==> run_1/placement_by_type.png <==
Fill, decap, tap and diode cells in grey.
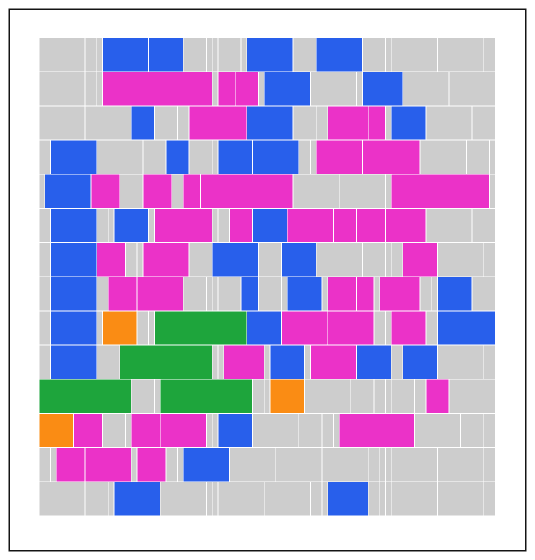
==> run_1/wires.png <==
Two of the layers only.
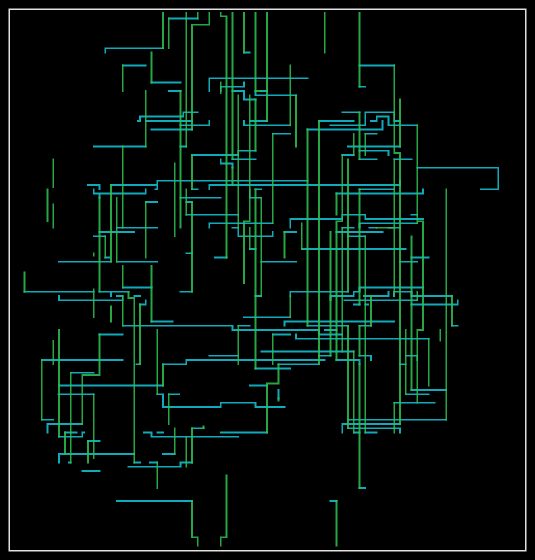
==> run_1/clocks.png <==
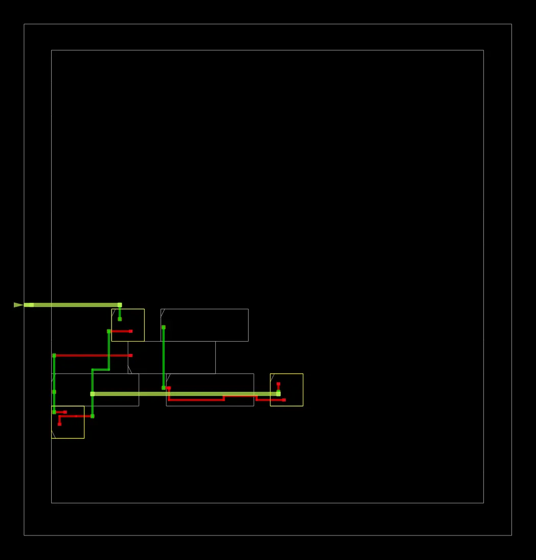
`src/rtl/cond_pkg.sv`:
```
// Shared encodings for the conditional-execution stage: condition codes, NZCV bit positions, FlagW fields.
// Holds only constants, so it has no latency and no backpressure.
package cond_pkg;

  localparam logic [3:0] COND_EQ = 4'b0000;
  localparam logic [3:0] COND_NE = 4'b0001;
  localparam logic [3:0] COND_CS = 4'b0010;
  localparam logic [3:0] COND_CC = 4'b0011;
  localparam logic [3:0] COND_MI = 4'b0100;
  localparam logic [3:0] COND_PL = 4'b0101;
  localparam logic [3:0] COND_VS = 4'b0110;
  localparam logic [3:0] COND_VC = 4'b0111;
  localparam logic [3:0] COND_HI = 4'b1000;
  localparam logic [3:0] COND_LS = 4'b1001;
  localparam logic [3:0] COND_GE = 4'b1010;
  localparam logic [3:0] COND_LT = 4'b1011;
  localparam logic [3:0] COND_GT = 4'b1100;
  localparam logic [3:0] COND_LE = 4'b1101;
  localparam logic [3:0] COND_AL = 4'b1110;
  localparam logic [3:0] COND_NV = 4'b1111;

  localparam int FLAG_N = 3;
  localparam int FLAG_Z = 2;
  localparam int FLAG_C = 1;
  localparam int FLAG_V = 0;

  localparam logic [1:0] FLAGW_NONE = 2'b00;
  localparam logic [1:0] FLAGW_CV   = 2'b01;
  localparam logic [1:0] FLAGW_NZ   = 2'b10;
  localparam logic [1:0] FLAGW_ALL  = 2'b11;

endpackage

```
`src/rtl/condcheck.sv`:
```
// Evaluates a condition field against stored NZCV flags.
// Purely combinational: zero latency, no backpressure.
module condcheck
  import cond_pkg::*;
(
  input  logic [3:0] Cond,
  input  logic [3:0] Flags,
  output logic       CondEx
);

  logic n, z, c, v;

  assign n = Flags[FLAG_N];
  assign z = Flags[FLAG_Z];
  assign c = Flags[FLAG_C];
  assign v = Flags[FLAG_V];

  always_comb begin
    CondEx = 1'b0;
    unique case (Cond)
      COND_EQ: CondEx = z;
      COND_NE: CondEx = !z;
      COND_CS: CondEx = c;
      COND_CC: CondEx = !c;
      COND_MI: CondEx = n;
      COND_PL: CondEx = !n;
      COND_VS: CondEx = v;
      COND_VC: CondEx = !v;
      COND_HI: CondEx = c & !z;
      COND_LS: CondEx = !c | z;
      COND_GE: CondEx = (n == v);
      COND_LT: CondEx = (n != v);
      COND_GT: CondEx = !z & (n == v);
      COND_LE: CondEx = z | (n != v);
      COND_AL: CondEx = 1'b1;
      COND_NV: CondEx = 1'b0;
      default: CondEx = 1'b0;
    endcase
  end

endmodule

```
`src/rtl/condlogic.sv`:
```
// Conditional-execution stage: NZCV register plus condition gating of PCS/RegW/MemW.
// Strobes are combinational (same cycle); flags update on the next rising edge; no backpressure.
module condlogic
  import cond_pkg::*;
#(
  parameter logic [3:0] FLAGS_RST = 4'b0000
) (
  input  logic       clk,
  input  logic       reset,
  input  logic [3:0] Cond,
  input  logic [3:0] ALUFlags,
  input  logic [1:0] FlagW,
  input  logic       PCS,
  input  logic       RegW,
  input  logic       MemW,
  input  logic       NoWrite,
  output logic       PCSrc,
  output logic       RegWrite,
  output logic       MemWrite,
  output logic [3:0] Flags
);

  logic cond_ex;
  logic write_nz;
  logic write_cv;

  // Condition is judged on the stored flags, so a flag-setting conditional
  // instruction sees the results of earlier instructions, not its own.
  condcheck u_condcheck (
    .Cond   (Cond),
    .Flags  (Flags),
    .CondEx (cond_ex)
  );

  assign write_nz = cond_ex && ((FlagW & FLAGW_NZ) != FLAGW_NONE);
  assign write_cv = cond_ex && ((FlagW & FLAGW_CV) != FLAGW_NONE);

  always_ff @(posedge clk) begin
    if (reset) begin
      Flags <= FLAGS_RST;
    end else begin
      if (write_nz) Flags[FLAG_N:FLAG_Z] <= ALUFlags[FLAG_N:FLAG_Z];
      if (write_cv) Flags[FLAG_C:FLAG_V] <= ALUFlags[FLAG_C:FLAG_V];
    end
  end

  assign PCSrc    = PCS  & cond_ex & !reset;
  assign RegWrite = RegW & cond_ex & !NoWrite & !reset;
  assign MemWrite = MemW & cond_ex & !reset;

endmodule

```
`config.mk`:
```
export PLATFORM = sky130hd
export DESIGN_NAME = condlogic
export DESIGN_NICKNAME = d
export VERILOG_FILES = /design/src/rtl/cond_pkg.sv /design/src/rtl/condcheck.sv /design/src/rtl/condlogic.sv
export SDC_FILE = /design/constraint.sdc
export NUM_CORES = 1
export LEC_CHECK = 0
export CORE_AREA = 2 2 39 41
export CTS_BUF_LIST = sky130_fd_sc_hd__clkbuf_4
export CTS_CLUSTER_DIAMETER = 60
export DETAILED_ROUTE_END_ITERATION = 8
export DIE_AREA = 0 0 41 43
export PLACE_DENSITY = 0.74
export RECOVER_POWER = 100
export SYNTH_ARGS = -nofsm -noshare
export SYNTH_HDL_FRONTEND = slang
export SYNTH_SLANG_ARGS = --single-unit
export TNS_END_PERCENT = 20
```
`constraint.sdc`:
```
create_clock -name clk -period 2.42 [get_ports clk]
set_input_delay 0.363 -clock clk [delete_from_list [all_inputs] [get_ports clk]]
set_output_delay 0.363 -clock clk [all_outputs]
set_load 0.02 [all_outputs]
```
==> impl_metrics.json, run 1 <==
{
  "run_status": "complete, no violations",
  "n_clock_buffer": 3,
  "die_y_um": 43,
  "cp_slowest_cell": "or3b_2",
  "grtUsageMet1_pct": 18.5,
  "lay_top_cells": "buf_4 (13), clkdlybuf4s50_1 (11), nand2b_1 (9), mux2i_1 (8), dlygate4sd3_1 (5)",
  "adder_share_pct": 0,
  "r2r-start": "Flags[1]",
  "clk_latency_ps": 230,
  "synth.avg_cell_area_sq_um": 8.97,
  "met1_length_um": 481,
  "start_kind": "input port",
  "hold_viol_final": 0,
  "worst_pin_slew_ps": 415,
  "n_antenna_cell": 0,
  "dp_cells": 94,
  "grt_pass1_vias": 440,
  "wl_met3_um": 57,
  "postCtsHoldBufs": 0,
  "ant_nets": 0,
  "syn2layout_area_growth_pct": 85.2,
  "cts_sinks": 4,
  "tritoncts": "done",
  "inv_count": 1,
  "cp-endpoint": "RegWrite",
  "finalCritPeriodShare_pct": 96.6,
  "comb_cells": 39,
  "nNetsFinal": 100,
  "ff_type": "dfxtp_1",
  "p_leak_nw": 0.367,
  "power_leader": "combinational cells",
  "via_count": 469,
  "buf_share_pct": 38.6,
  "cts_buffer_depth": 2,
  "area_leaders": "dfxtp_1 (19%), mux2i_1 (19%), nand2b_1 (13%), nor3b_2 (5.9%), nor4b_4 (5.6%)",
  "clkPwrFrac_pct": 28.2,
  "cp.buffers_inverters": 2,
  "synthMuxAreaShare_pct": 19.0,
  "synth-compound-area-share_pct": 4.75,
  "ys_seq_share_pct": 19.0,
  "p_seq_w": 0.0000760,
  "drive_above_1_share_pct": 31.7,
  "max_stage_delay_ps": 460,
  "ys_cells": 47,
  "fmax_mhz": 428,
  "top_cells_by_count": "nand2b_1 (9), mux2i_1 (8), dfxtp_1 (4)",
  "netlist_area_sq_um": 422,
  "powerDensity_nw_per_um2": 374,
  "end_kind": "output pin",
  "ys_warn_count": 0,
  "logic_family": "simple AND/OR/NAND/NOR gates",
  "top_area_cell_class": "multi-input combinational cells",
  "regArea_sq_um": 80.1,
  "largest_reg_flops": 4,
  "place_hpwl_um": 917,
  "internal_power_w": 0.000201,
  "p_comb_share_pct": 45.8,
  "yosys_area_sq_um": 422,
  "ff2ff_path_depth": 6,
  "n_tap_cell": 16,
  "first_pass_iters": 4,
  "totalWireLength_mm": 1.18,
  "n_all_buffers": 35,
  "hold_depth": 2,
  "synth-edff-count": 0,
  "largest-register": "Flags",
  "top_cell": "nand2b_1",
  "io_buffers": 22,
  "hp-class": "reg -> reg",
  "fp_nets": 63,
  "min_period_ps": 2340,
  "p_comb_w": 0.000134,
  "timing.final.ws_setup_ps": 81.6,
  "numSynthFlops": 4,
  "xor_share_pct": 4.15,
  "place_ws_ps": -594,
  "grtUsageMet2_pct": 23.4,
  "final_common_cell": "buf_4",
  "antenna_found_initial": 0,
  "r2r_slack_ps": 620,
  "placed_cell_area_sq_um": 738,
  "pin_count": 23,
  "peakVddDrop_uv": 365,
  "viasPerCell": 4.79,
  "seq_cells": 4,
  "whs_endpoint": "Flags[0]",
  "crit_type": "in -> out",
  "cts_root_buffer": "clkbuf_4",
  "drv_cap": 0,
  "fin_tns_setup_ps": 0,
  "nFillCells": 133,
  "hp-start": "Flags[0]",
  "rsz0062_at_grt": "false",
  "warnings": 26,
  "pwr-share-seq_pct": 26.1,
  "crit_start": "Cond[2]",
  "synth.cellmix.simpleShare_pct": 49.0,
  "busiest_layer": "met2",
  "wl_met2_um": 613,
  "maxSlewViolCount": 0,
  "top_area_share_pct": 19.0,
  "place_congestion": 0.664,
  "grt_max_degree": 9,
  "clk_pin_slew_worst_paths_ps": 30
}
## Picture notes: placement_by_type.png
[blue] remaining buffers and delay cells | cells: 35 | share of their area: 40%
[orange] clock drivers | cells: 3 | share of their area: 3.0%
[green] sequential cells | cells: 4 | share of their area: 11%
[magenta] combinational and other logic | cells: 40 | share of their area: 47%
fin area: 781 sq um
core area: 1380 sq um
Final Core Density: 56.4%
Core Rows: 14
Seq/total area: 10.3%

## Picture notes: wires.png
[cyan] metal 1 | wire length: 482 um
[green] metal 2 | wire length: 614 um
total track usage: 15.2%
wire length per cell: 12.0 um

## Picture notes: clocks.png
P_clk: 0.0000821 W
cts bufs inserted: 3
Max Clock Skew: 2.25 ps

==> run 1 -> run 2 <==
--- a/config.mk
+++ b/config.mk
@@ -10,9 +10,10 @@
 export CTS_CLUSTER_DIAMETER = 60
 export DETAILED_ROUTE_END_ITERATION = 8
 export DIE_AREA = 0 0 41 43
-export PLACE_DENSITY = 0.74
+export PLACE_DENSITY = 0.69
 export RECOVER_POWER = 100
 export SYNTH_ARGS = -nofsm -noshare
 export SYNTH_HDL_FRONTEND = slang
+export SYNTH_HIERARCHICAL = 1
 export SYNTH_SLANG_ARGS = --single-unit
 export TNS_END_PERCENT = 20
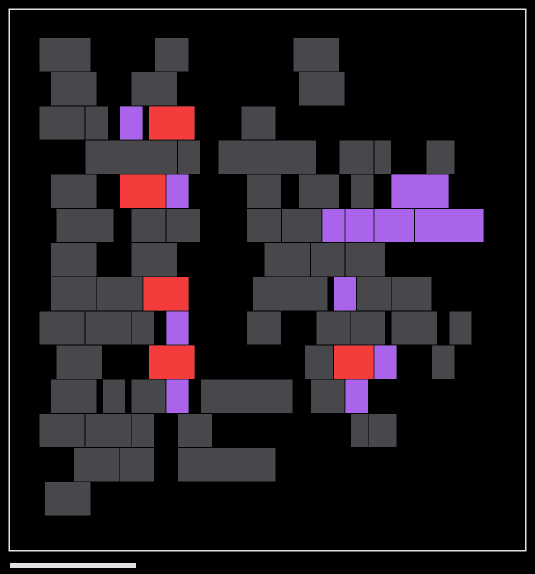
(run_2/logic_types.png)
The bar under the picture is 10 um long.
[red] non-inverting ao/oa cells | cells: 5 | most used: a21bo_1
[purple] aoi and oai cells | cells: 12 | most used: a21oi_1
logic share of the area: 39.2%
Non-Filler Instances: 93

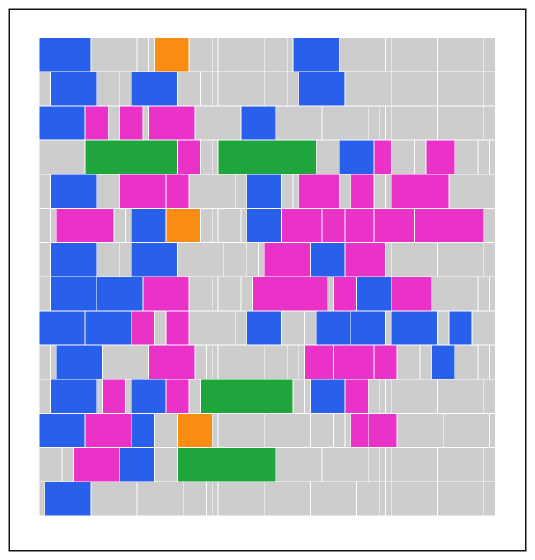
(run_2/placement_by_type.png)
Fill, decap, tap and diode cells in grey.
[blue] remaining buffers and delay cells | cells: 34 | share of their area: 44%
[magenta] combinational and other logic | cells: 36 | share of their area: 41%
[orange] clock drivers | cells: 3 | share of their area: 3.3%
[green] sequential cells | cells: 4 | share of their area: 12%
Final Core Density: 50.3%
Seq/total area: 11.9%

==> impl_metrics.json, run 2 <==
{
  "cts_buffers": 3,
  "yosys_area_sq_um": 359,
  "largest_reg_flops": 4,
  "grtUsageMet2_pct": 19.1,
  "postCtsHoldBufs": 0,
  "largest-register": "Flags",
  "powerDensity_nw_per_um2": 406,
  "fp_nets": 59,
  "p_comb_w": 0.000123,
  "first_pass_iters": 4,
  "avgRoutedWirePerCell_um": 11.3,
  "area_leaders": "dfxtp_1 (22%), a21oi_1 (9.8%), a21bo_1 (8.4%), xor2_1 (7.3%), and3b_2 (5.6%)",
  "n_tap_cell": 16,
  "p_comb_share_pct": 43.5,
  "setup_viol": 0,
  "run_status": "complete, no violations",
  "busiest_layer": "met1",
  "seq_cells": 4,
  "crit_type": "in -> out",
  "buf_share_pct": 42.3,
  "n_clock_buffer": 3,
  "totalWireLength_mm": 1.05,
  "antenna_found_initial": 0,
  "largest_registers": "Flags (4)",
  "synth-edff-count": 0,
  "wl_met3_um": 96,
  "cp-endpoint": "RegWrite",
  "regArea_sq_um": 82.6,
  "top_cells_by_count": "a21oi_1 (7), dfxtp_1 (4), nand3_1 (4)",
  "grt_usage_pct": 14.1,
  "met1_length_um": 447,
  "comb_cells": 35,
  "clock_power_w": 0.0000842,
  "pwr-share-seq_pct": 26.7,
  "synth-compound-area-share_pct": 33.8,
  "via_count": 465,
  "whs_endpoint": "Flags[1]",
  "cp_slowest_cell": "clkdlybuf4s50_1",
  "netlist_area_sq_um": 359,
  "top_cell": "a21oi_1",
  "wl_met2_um": 492,
  "nFillCells": 140,
  "start_kind": "input port",
  "fin_tns_setup_ps": 0,
  "drv_cap": 0,
  "p_seq_w": 0.0000754,
  "placed_cell_area_sq_um": 667,
  "inv_count": 1,
  "hp-start": "ALUFlags[1]",
  "synth.avg_cell_area_sq_um": 8.35,
  "numSynthFlops": 4,
  "ff2ff_path_depth": 9,
  "clock_skew_ps": 3.62,
  "warnings": 27,
  "grtUsageMet1_pct": 19.4,
  "internal_power_w": 0.000198,
  "rsz0062_at_grt": "true",
  "core_area_sq_um": 1380,
  "max_stage_delay_ps": 590,
  "cts_buffer_depth": 2,
  "ys_warn_count": 6,
  "cts_root_buffer": "clkbuf_4",
  "r2r-start": "Flags[0]",
  "end_kind": "output pin",
  "cp.buffers_inverters": 3,
  "place_congestion": 0.623,
  "clk_pin_slew_worst_paths_ps": 40,
  "hold_depth": 3,
  "n_all_buffers": 34,
  "rows": 14,
  "adder_share_pct": 0,
  "ant_nets": 0,
  "nNetsFinal": 95,
  "p_leak_nw": 0.307,
  "ys_cells": 43,
  "place_ws_ps": -620,
  "hold_viol_final": 0,
  "place_hpwl_um": 818,
  "grt_max_degree": 8,
  "peakVddDrop_uv": 216,
  "ys_seq_share_pct": 22.3,
  "ff_type": "dfxtp_1",
  "maxSlewViolCount": 0,
  "top_area_share_pct": 22.3,
  "grt_pass1_vias": 429,
  "drive_above_1_share_pct": 39.0,
  "finalCritPeriodShare_pct": 96.5,
  "hp-class": "in -> reg",
  "synthMuxAreaShare_pct": 2.79,
  "top_area_cell_class": "non-clock buffers",
  "postLayoutCellArea_sq_um": 696,
  "clkPwrFrac_pct": 29.8,
  "worst_pin_slew_ps": 246,
  "fmax_mhz": 428,
  "clk_latency_ps": 240,
  "cts_sinks": 4,
  "xor_share_pct": 9.76,
  "logic_family": "AND-OR/OR-AND gates",
  "syn2layout_area_growth_pct": 93.7,
  "timing.final.ws_setup_ps": 83.8,
  "lay_top_cells": "clkdlybuf4s50_1 (13), buf_4 (13), a21oi_1 (7), nand3_1 (4), dlygate4sd3_1 (4)",
  "power_leader": "combinational cells"
}
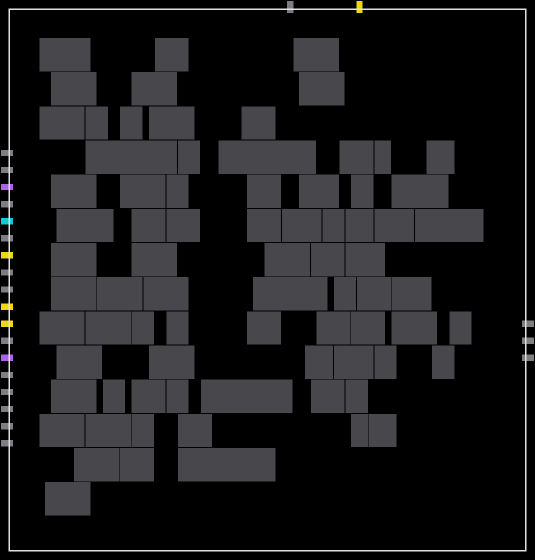
(run_2/io_placement.png)
Pins as bars across the die edge, other pins in grey.
[purple] FlagW | pins: 2 | direction: input | edge: west
[cyan] NoWrite | pins: 1 | direction: input | edge: west
[yellow] Flags | pins: 4 | direction: output | edge: 3 west, 1 north
all pins by edge: 18 west, 3 east, 2 north
die height: 43 um
die span in x: 41 um
Port Buf Inserts: 22

Power and IR drop assume default switching activity.
